### config.mk
export PLATFORM = sky130hd
export DESIGN_NAME = serial_receiver64
export DESIGN_NICKNAME = d
export VERILOG_FILES = /design/src/rtl/serial_receiver64.sv
export SDC_FILE = /design/constraint.sdc
export NUM_CORES = 1
export LEC_CHECK = 0
export ABC_AREA = 1
export CAP_MARGIN = 20
export CORE_MARGIN = 8
export CORE_UTILIZATION = 25
export CTS_BUF_LIST = sky130_fd_sc_hd__clkbuf_4
export DETAILED_ROUTE_END_ITERATION = 12
export HOLD_SLACK_MARGIN = 0.05
export PLACE_DENSITY = 0.48
export SYNTH_ARGS = -nofsm -noshare
export SYNTH_HDL_FRONTEND = slang
export SYNTH_SLANG_ARGS = --single-unit
### constraint.sdc
create_clock -name Clk -period 1.5 [get_ports Clk]
set_input_delay 0.3 -clock Clk [delete_from_list [all_inputs] [get_ports Clk]]
set_output_delay 0.3 -clock Clk [all_outputs]
set_load 0.1 [all_outputs]
### src/rtl/serial_receiver64.sv
// serial_receiver64: MSB-first serial-to-parallel frame receiver with bit strobe,
// abort and a Valid/Ack holding-register handshake.
module serial_receiver64 #(
  parameter int WIDTH = 64
) (
  input  logic             Clk,
  input  logic             Reset,
  input  logic             En,
  input  logic             SerIn,
  input  logic             Start,
  input  logic             Abort,
  input  logic             Ack,
  output logic [WIDTH-1:0] Out,
  output logic             Valid,
  output logic             Busy,
  output logic [6:0]       Count
);
  typedef enum logic [1:0] {IDLE, SHIFT, DONE} state_t;
  state_t state, state_nxt;
  logic [WIDTH-1:0] sr;
  logic [WIDTH-1:0] shifted;
  logic last;
  assign shifted = {sr[WIDTH-2:0], SerIn};
  // Abort outranks the final bit, so a frame only completes when no abort is pending
  assign last = state == SHIFT && !Abort && En && Count == 7'(WIDTH - 1);
  always_ff @(posedge Clk or negedge Reset)
    if (!Reset) state <= IDLE;
    else state <= state_nxt;
  always_comb begin
    state_nxt = state == IDLE  ? (Start ? SHIFT : IDLE) :
                state == SHIFT ? (Abort ? IDLE : last ? DONE : SHIFT) :
                state == DONE  ? (Ack ? IDLE : DONE) : IDLE;
  end
  always_comb begin
    Valid = state == DONE;
    Busy  = state == SHIFT;
  end
  always_ff @(posedge Clk or negedge Reset)
    if (!Reset) begin
      sr    <= '0;
      Out   <= '0;
      Count <= '0;
    end else if (state == IDLE) begin
      if (Start) begin
        sr    <= '0;
        Count <= '0;
      end
    end else if (state == SHIFT) begin
      if (Abort) Count <= '0;
      else if (En) begin
        sr    <= shifted;
        Count <= Count + 7'd1;
        if (last) Out <= shifted;
      end
    end else if (state == DONE && Ack) Count <= '0;
endmodule

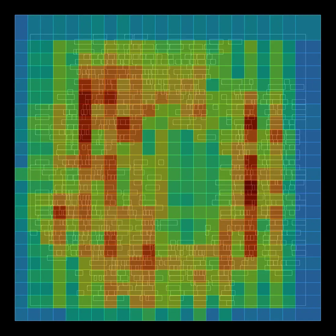
Figure 1: congestion heat map.
All-Layer GR Usage: 0.125
Top Usage Layer GRT: met2
met3 usage: 0.0357
M1 GR Usage: 0.147
met2 global-route usage: 0.214

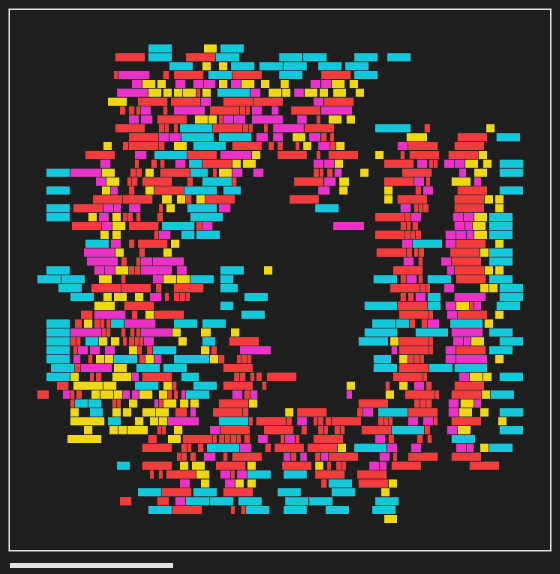
Figure 2: sizing map.
Scale bar: 50 um.
colour	size	cells	share	most used
cyan	drive 6 and up	139	18%	buf_12
red	drive 1 or less	314	41%	dfrtp_1
magenta	drive 2	156	20%	o21ai_2
yellow	drive 3 to 4	166	21%	buf_4

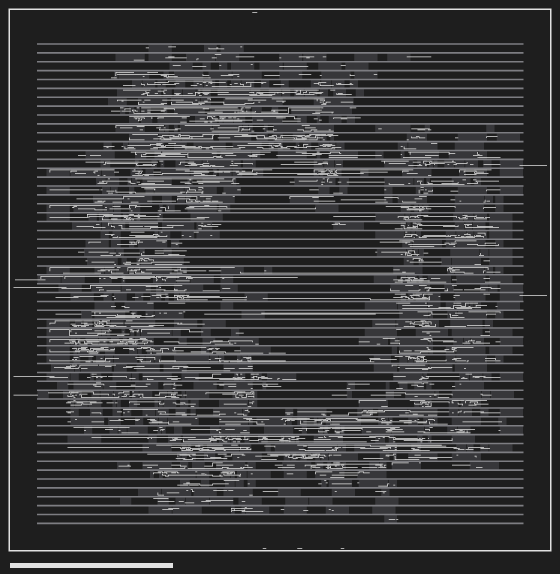
Figure 3: metal 1.
Scale bar: 50 um. Supply wires on this layer in grey. Cells faint in the background.
share of all routed wire	40%
main direction	horizontal

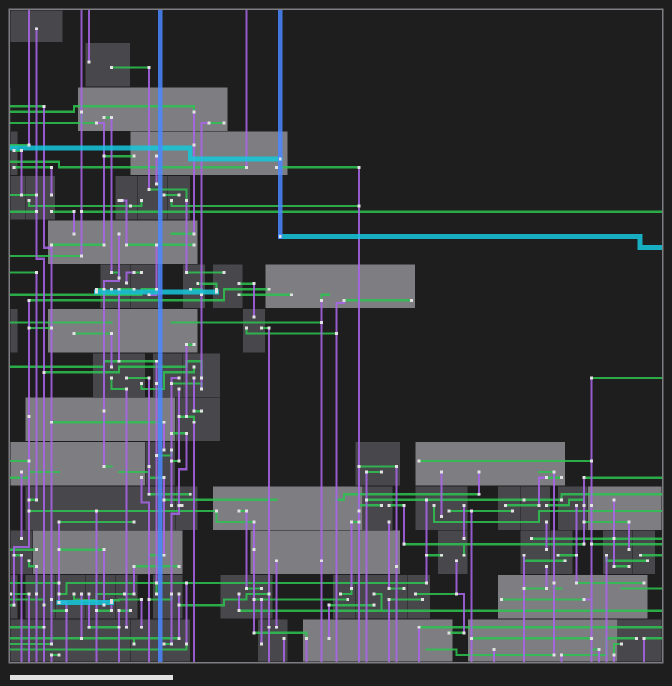
Figure 4: zoomed window.
Scale bar: 10 um. Window x 63 to 103, y 30 to 70 um. Cells in grey, sequential cells in the stronger grey; small squares are vias.
colour	layer
green	met1
purple	met2
blue	met4
cyan	met3
sequential cells in the window	14
most frequent	dfrtp_1 (13), inv_1 (9), o21ai_1 (9)
cells with their middle in the window	55
netlist names of flops here include	sr (9), Out (5)

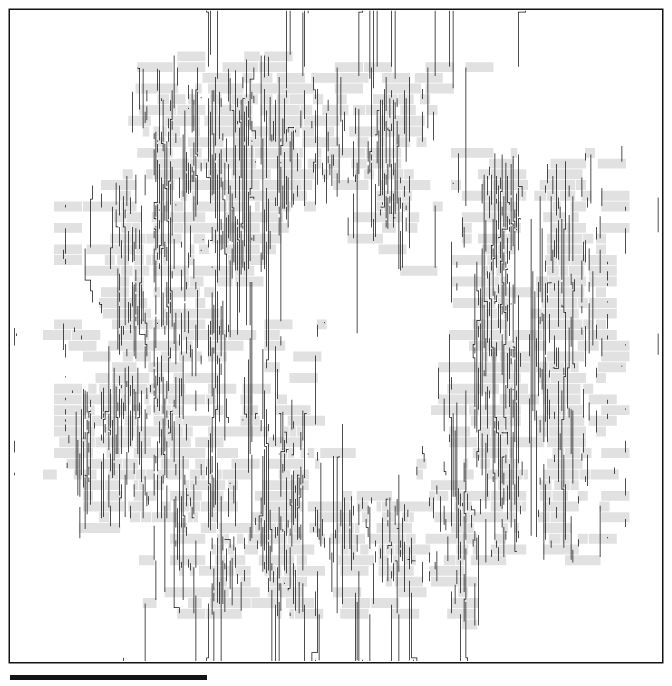
Figure 5: met2 routing.
Scale bar: 50 um. Cells faint in the background.
share of all routed wire	53%
nets with wire on the layer	690
wire length on this layer	9140 um

==> results_dict.tcl <==
# place-and-route summary
set metrics [dict create \
    status "finished with violations" \
    postLayoutCoreUtil 0.462 \
    yosys_warnings 0 \
    cp.depth 5 \
    critPathBufInv 4 \
    mostFrequentLayoutCell "dfrtp_1" \
    dominant-cell-class "sequential cells" \
    wl_per_cell_um 16.4 \
    setup_viol 125 \
    grt_max_degree 64 \
    rrSetupSlack_ns -0.24 \
    r2r_end "Out[52]" \
    clock_skew_ns 0.0149 \
    logic_family "AND-OR/OR-AND gates" \
    xor_share 0 \
    n_fill_cell 1995 \
    cts_buffer_depth 2 \
    timing.rr.start "state[1]" \
    io_buffer_count 79 \
    clk_latency_ns 0.55 \
    worst_pin_slew_ns 0.427 \
    warnings 29 \
    lay_top_cells "111 x dfrtp_1, 89 x buf_12, 86 x buf_4" \
    drive_gt1_frac 0.595 \
    numSynthFlops 136 \
    topCellsByArea "dfrtp_1 61%, o21ai_2 7.8%, nand3_1 6.3%" \
    n_all_inverters 72 \
    endpoint "Busy" \
    pwr-share-comb 0.161 \
    num_io_pins 80 \
    dieHeight_um 165 \
    critPathArrivalTime_ns 1.46 \
    largest_reg_flops 64 \
    slowest_delay_ns 0.42 \
    fmax_mhz 569 \
    crit_start "state[1]" \
    drt-total-wl_mm 17.3 \
    place_area_mm2 0.00765 \
    dp.cells 909 \
    power-top-group "registers" \
    endpoint_kind "primary output" \
    crit_type "reg -> out" \
    finalCriticalPeriod_ns 1.76 \
    htreeDepth 4 \
    layout.cells.non_filler 1056 \
    path_clk_slew_ns 0.13 \
    whs_ns 0.231 \
    routedLengthMet1_mm 6.88 \
    synth_nets 557 \
    antenna_cells 1 \
    place_ws_ns -0.338 \
    core_mm2 0.0219 \
    final-clk-cell-share 0.0271 \
    wl_met3_um 817 \
    grt_overflow 0 \
    seq_area_mm2 0.00344 \
    buf_share 0.331 \
    pwr-share-clk 0.329 \
    violations "negative setup slack" \
    netlist_instances 549 \
    p_sw_uw 2080 \
    rsz0062_at_grt "yes" \
    pg_clk_uw 2390 \
    post-cts-setup-buffer-count 69 \
    top_layer "met4" \
    stdcell_area_mm2 0.0101 \
    area_growth_pct 81.0 \
    required_ns 1.20 \
    most_common_cell "dfrtp_1" \
    yosysTopAreaCell "dfrtp_1" \
    maxCapViolations 0 \
    clock-root-buffer "clkbuf_4" \
    comb_area_mm2 0.00241 \
    aoi_share 0.155 \
    hold_viol 0 \
    postCtsHoldBufs 1 \
    leakagePower_uw 0.00434 \
    cts_buffers 17 \
    hold_class "in -> async" \
    critPathMaxFanout 2 \
    die_x_um 165 \
    crit_slowest_cell "dfrtp_1" \
    finalPower_uw 7280 \
    chip_area_mm2 0.0274 \
    largest_register "Out" \
    comb-power_uw 1170 \
    finalCritPeriodShare 1.17 \
    postRouteAntennaNets 0 \
    reg2reg_depth 12 \
    synthDistinctLibCells 22 \
    timing.final.ws_setup_ns -0.257 \
]
Power is estimated from default activity; no workload was simulated.
